File: src/rtl/spi_req_arbiter.sv
// Round-robin arbiter sharing one SPI master between N_REQ requesters; sequences m_en/m_busy and returns rx byte.
// Latency: req sampled in IDLE -> m_en in the next cycle; m_busy fall -> done pulse in the next cycle.
// Backpressure: requesters hold level req until their one-cycle done; the master stalls via m_busy, bounded by TIMEOUT before busy rises.
//
// Ports:
//   clk, rst                       clock, synchronous active-high reset
//   req / req_addr / req_clk_sel / req_data   per-requester request level and packed transfer fields
//   gnt, done, err, rx_data        one-hot grant, one-hot completion pulse, timeout flag, received byte
//   ctrl_busy                      high whenever a transaction is in flight
//   m_en, m_addr, m_clk_sel, m_data_in, m_busy, m_data_out   SPI master interface
module spi_req_arbiter #(
    parameter int N_REQ   = 4,
    parameter int TIMEOUT = 255
) (
    input  logic                 clk,
    input  logic                 rst,
    input  logic [N_REQ-1:0]     req,
    input  logic [4*N_REQ-1:0]   req_addr,
    input  logic [3*N_REQ-1:0]   req_clk_sel,
    input  logic [8*N_REQ-1:0]   req_data,
    output logic [N_REQ-1:0]     gnt,
    output logic [N_REQ-1:0]     done,
    output logic                 err,
    output logic [7:0]           rx_data,
    output logic                 ctrl_busy,
    output logic                 m_en,
    output logic [3:0]           m_addr,
    output logic [2:0]           m_clk_sel,
    output logic [7:0]           m_data_in,
    input  logic                 m_busy,
    input  logic [7:0]           m_data_out
);

    localparam int IDX_W = (N_REQ > 1) ? $clog2(N_REQ) : 1;
    localparam int CNT_W = $clog2(TIMEOUT + 1);

    typedef enum logic [2:0] {
        IDLE,
        START,
        WAIT_BUSY,
        XFER,
        DONE
    } state_t;

    state_t            state;
    state_t            state_next;
    logic [IDX_W-1:0]  rr;
    logic [IDX_W-1:0]  win_idx;
    logic              win_vld;
    logic [CNT_W-1:0]  cnt;
    logic              cnt_expired;

    // Scan downward in offset so the lowest offset from rr+1 is the last
    // (and therefore winning) assignment.
    always_comb begin
        win_vld = 1'b0;
        win_idx = '0;
        for (int k = N_REQ; k >= 1; k--) begin
            if (req[(int'(rr) + k) % N_REQ]) begin
                win_vld = 1'b1;
                win_idx = IDX_W'((int'(rr) + k) % N_REQ);
            end
        end
    end

    assign cnt_expired = (cnt == CNT_W'(TIMEOUT - 1));

    always_ff @(posedge clk) begin
        if (rst) begin
            state <= IDLE;
        end else begin
            state <= state_next;
        end
    end

    // m_busy is checked before the timeout so a busy rise in the expiry
    // cycle still proceeds to the transfer.
    always_comb begin
        state_next = state;
        case (state)
            IDLE:      if (win_vld) state_next = START;
            START:     state_next = WAIT_BUSY;
            WAIT_BUSY: begin
                if (m_busy) begin
                    state_next = XFER;
                end else if (cnt_expired) begin
                    state_next = DONE;
                end
            end
            XFER:      if (!m_busy) state_next = DONE;
            DONE:      state_next = IDLE;
            default:   state_next = IDLE;
        endcase
    end

    // Decoded straight from the state register so m_en drops on the same
    // edge that leaves XFER or applies reset.
    assign m_en = (state == START) || (state == WAIT_BUSY) || (state == XFER);
    assign done = (state == DONE) ? gnt : '0;

    always_ff @(posedge clk) begin
        if (rst) begin
            rr        <= IDX_W'(N_REQ - 1);
            gnt       <= '0;
            err       <= 1'b0;
            rx_data   <= '0;
            ctrl_busy <= 1'b0;
            m_addr    <= '0;
            m_clk_sel <= '0;
            m_data_in <= '0;
            cnt       <= '0;
        end else begin
            ctrl_busy <= (state_next != IDLE);
            case (state)
                IDLE: begin
                    if (win_vld) begin
                        gnt       <= N_REQ'(1) << win_idx;
                        rr        <= win_idx;
                        m_addr    <= req_addr[4*win_idx +: 4];
                        m_clk_sel <= req_clk_sel[3*win_idx +: 3];
                        m_data_in <= req_data[8*win_idx +: 8];
                    end
                end
                START: begin
                    cnt <= '0;
                end
                WAIT_BUSY: begin
                    cnt <= cnt + 1'b1;
                    if (!m_busy && cnt_expired) begin
                        err <= 1'b1;
                    end
                end
                XFER: begin
                    if (!m_busy) begin
                        rx_data <= m_data_out;
                    end
                end
                DONE: begin
                    gnt <= '0;
                    err <= 1'b0;
                end
                default: begin
                    gnt <= '0;
                end
            endcase
        end
    end

endmodule

File: config.mk
export PLATFORM = sky130hd
export DESIGN_NAME = spi_req_arbiter
export DESIGN_NICKNAME = d
export VERILOG_FILES = /design/src/rtl/spi_req_arbiter.sv
export SDC_FILE = /design/constraint.sdc
export NUM_CORES = 1
export LEC_CHECK = 0
export CORE_MARGIN = 2
export CORE_UTILIZATION = 41
export DETAILED_ROUTE_END_ITERATION = 10
export PLACE_DENSITY_LB_ADDON = 0.3
export SLEW_MARGIN = 20
export SYNTH_ARGS = -nofsm -noshare
export SYNTH_HDL_FRONTEND = slang
export SYNTH_SLANG_ARGS = --single-unit
File: constraint.sdc
create_clock -name clk -period 2.3 [get_ports clk]
set_clock_uncertainty 0.05 [all_clocks]
set_input_delay 0.575 -clock clk [delete_from_list [all_inputs] [get_ports clk]]
set_output_delay 0.575 -clock clk [all_outputs]
set_load 0.05 [all_outputs]
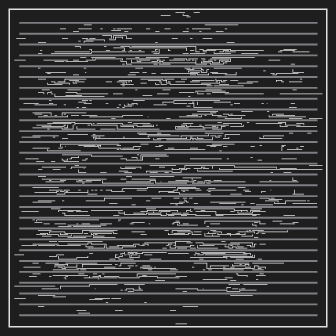
m1.png
Supply wires on this layer in grey.
The layer carries 2,660 um of wire. The wires run mostly horizontal. The longest straight run is 25.8 um. 392 nets have wire on it. The layer holds 41% of the routed length.

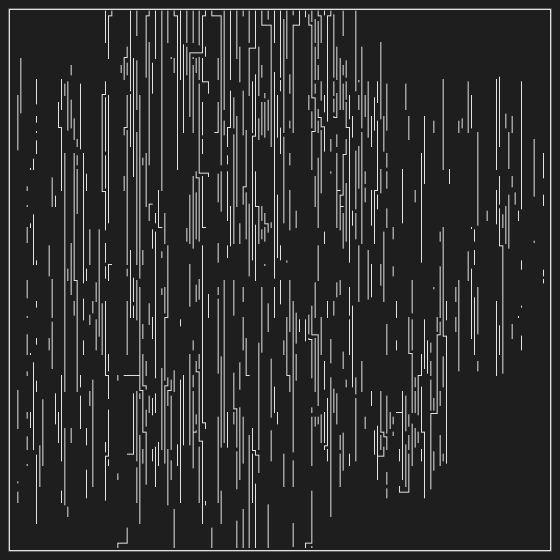
m2.png
404 nets have wire on it. The longest straight run is 35.0 um.
WL final: 6428 um
via count: 2,397
met2 Use GR: 0.3669

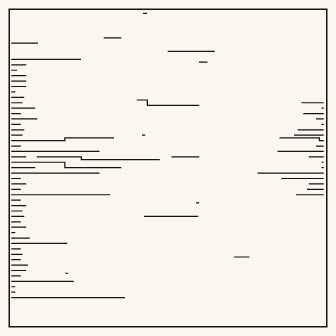
m3.png
The wires run mostly horizontal. The layer carries 490 um of wire. The longest straight run is 28.3 um. 70 nets have wire on it. The layer holds 7.6% of the routed length.

==> CHANGELOG.md <==
### Implementation results

* Worst Path Required at 2.43 ns
* Maximum VDD drop at between 0.5 and 0.6 mV
* Worst hold-check path type: reg -> reg
* Worst EP arrival at roughly 2.3 ns
* Synth warn at 0
* Cell area after synthesis at between 2000 and 2500 um2
* Synth-to-layout area growth at 63.55%
* Yosys reg bits at about 42
* Status: complete, no violations
* Seq/Total Area, Yosys at 0.3607
* Clk pwr share at 0.155
* Min setup slack post-route at approximately 0.13 ns
* Yosys Instances at 256
* Clock-pin slew on the worst setup and hold paths at 0.08 ns
* Metal2 WL at 3188 um
* Die Ht at around 79 um
* Port-buffer cells at about 110
* Fin area at between 3000 and 4000 um2
* Cell taking the most area after synthesis: dfxtp_1
* Die ar. at around 6300 um2
* Number of antenna diodes at 0
* Top layer in use: met4
* Slew headroom at 0.5519
* Setup crit end kind: register
* Pin slew with the least headroom to its limit at roughly 0.67 ns
* Largest net degree at the start of global routing at 21
* CTS Hold Bufs at 0
* Setup violators final at 0
* RSZ-0062 raised after global routing: no
* Crit share post-route at 0.9452
* CP startpoint kind: input pin
* YS chip area at 2331 um2
* Sequential power share at 0.276
* Pre-CTS WS at -0.1852 ns
* Fin nets at approximately 460
* Post-CTS Setup Inserts at 0
* Post-route ant nets at 0
* Internal power at roughly 0.0022 W
* Layout cells sized above 1 at 0.1645
* Async SR Flop Fraction at 0
* Worst r2r src: rr[1]
* Startpoint of the worst hold path: cnt[7]
* Yosys cell types at approximately 48
* Logic pwr share at 0.568
* Post-synth top area share at 0.3607
* Clock period minus worst slack at 2.174 ns
* Pre-antenna DRT Iters at 4
* Sw frac at 0.4232
* Crit path from: req[0]
* Flip-flops with a built-in enable at 0
* Initial antenna violation count at 0
* Row count at 27
* Final Max Slew Viols at 0
* Clock root buffer: clkbuf_8
* Pwr Density at 992.1 nW/um2
* Die X-Extent at about 80 um
* DR WL/cell at roughly 14 um
* Congestion Overflow GR at 0
* Number of global-route vias before repair at 2,376
* Psw at 0.001601 W
* Init Core Util at 0.4233
* I/O Pins at ~110
* TNS Setup at 0 ns
* H-tree levels at 2
[kinds of logic after synthesis]
group,Yosys count,synth area share
AND/OR/NAND/NOR,91,0.2131
flip-flops,42,0.3607
buffers and inverters,20,0.04991
AND-OR/OR-AND,73,0.2442
multiplexers,28,0.1213
adder cells (fa/ha/maj),2,0.01073
[flip-flops by register name (all words and copies together) (netlist names)]
register   cells
gnt            4
m_addr         4
m_clk_sel      3
rr             2
rx_data        8
err            1
cnt            8
ctrl_busy      1
state          3
m_data_in      8
[final cells by class]
cell class / count / area, um2
Timing Repair Buffer: 135 / 1359
Fill cell: 439 / 1694
Multi-Input combinational cell: 194 / 1391
Sequential cell: 42 / 840.8
Clock inverter: 1 / 30.03
Tap cell: 72 / 90.09
Clock buffer: 6 / 82.58
Inverter: 5 / 18.77
[per-layer routing]
metal / vias up / GRT usage
li1: 1197 / -
met1: 1110 / 0.2472
met2: 81 / 0.3669
met3: 9 / 0.06900
met4: 0 / 0.06379
met5: - / 0
[cells in the mapped netlist, types with 6 or more instances]
library cell	instances
dfxtp_1	42
mux2i_1	26
nor2_1	26
a21oi_1	25
nand2b_1	17
nand2_1	14
o22ai_1	9
a221oi_1	8
a221oi_2	8
nand3_1	7
o22ai_2	7
and3_1	6
buf_2	6
[power by group through the flow]
| stage | registers (W) | logic (W) | clock network (W) |
|---|---|---|---|
| 6_report | 0.00104 | 0.00215 | 0.000588 |
| 5_1_grt | 0.00107 | 0.00230 | 0.000637 |
| 4_1_cts | 0.00104 | 0.00216 | 0.000600 |
| 3_5_place_dp | 0.00106 | 0.00215 | 0 |
| 3_3_place_gp | 0.00105 | 0.00212 | 0 |
| 2_1_floorplan | 0.00152 | 0.000939 | 0 |
[stage by stage]
step,cells,total power (W)
after floorplan,256,0.002459
after global placement,448,0.003179
after detailed placement,448,0.003208
after CTS,455,0.003802
after global routing,455,0.004006
final,455,0.003782
[worst max-delay path, stage by stage]
cell	delay (ns)
clkdlybuf4s50_1	0.54
nand2b_1	0.16
a21oi_1	0.11
a311oi_4	0.31
buf_12	0.21
mux2i_1	0.27
o22ai_2	0.11
[placed cells by master, fill, tap and decap left out, types with 2 or more instances in the layout]
master and n:
buf_12 7, and3_1 6, ha_1 2, o211ai_1 2, nand2_1 14, o22ai_2 7, a21oi_1 25, nor2_1 26
mux2i_1 26, or3_1 3, clkdlybuf4s50_1 103, nand3_1 7, a221oi_2 8, a31oi_1 2, dfxtp_1 42, nand3b_1 3
inv_1 4, o21ai_0 3, o21a_1 2, o21ai_1 2, clkbuf_8 6, nand2b_1 17, buf_4 25, o22ai_1 9
mux2_1 2, a221oi_1 8
[worst paths after layout]
check                                     to  slack, ns  cells after the start
worst min register to register        cnt[7]       0.42                      2
worst max-delay path            m_clk_sel[1]       0.13                      7
worst max register to register  m_clk_sel[1]       0.40                      6
worst min-delay path                  cnt[7]       0.42                      2
Power figures rest on the tool's default switching activity, not on a simulated workload.
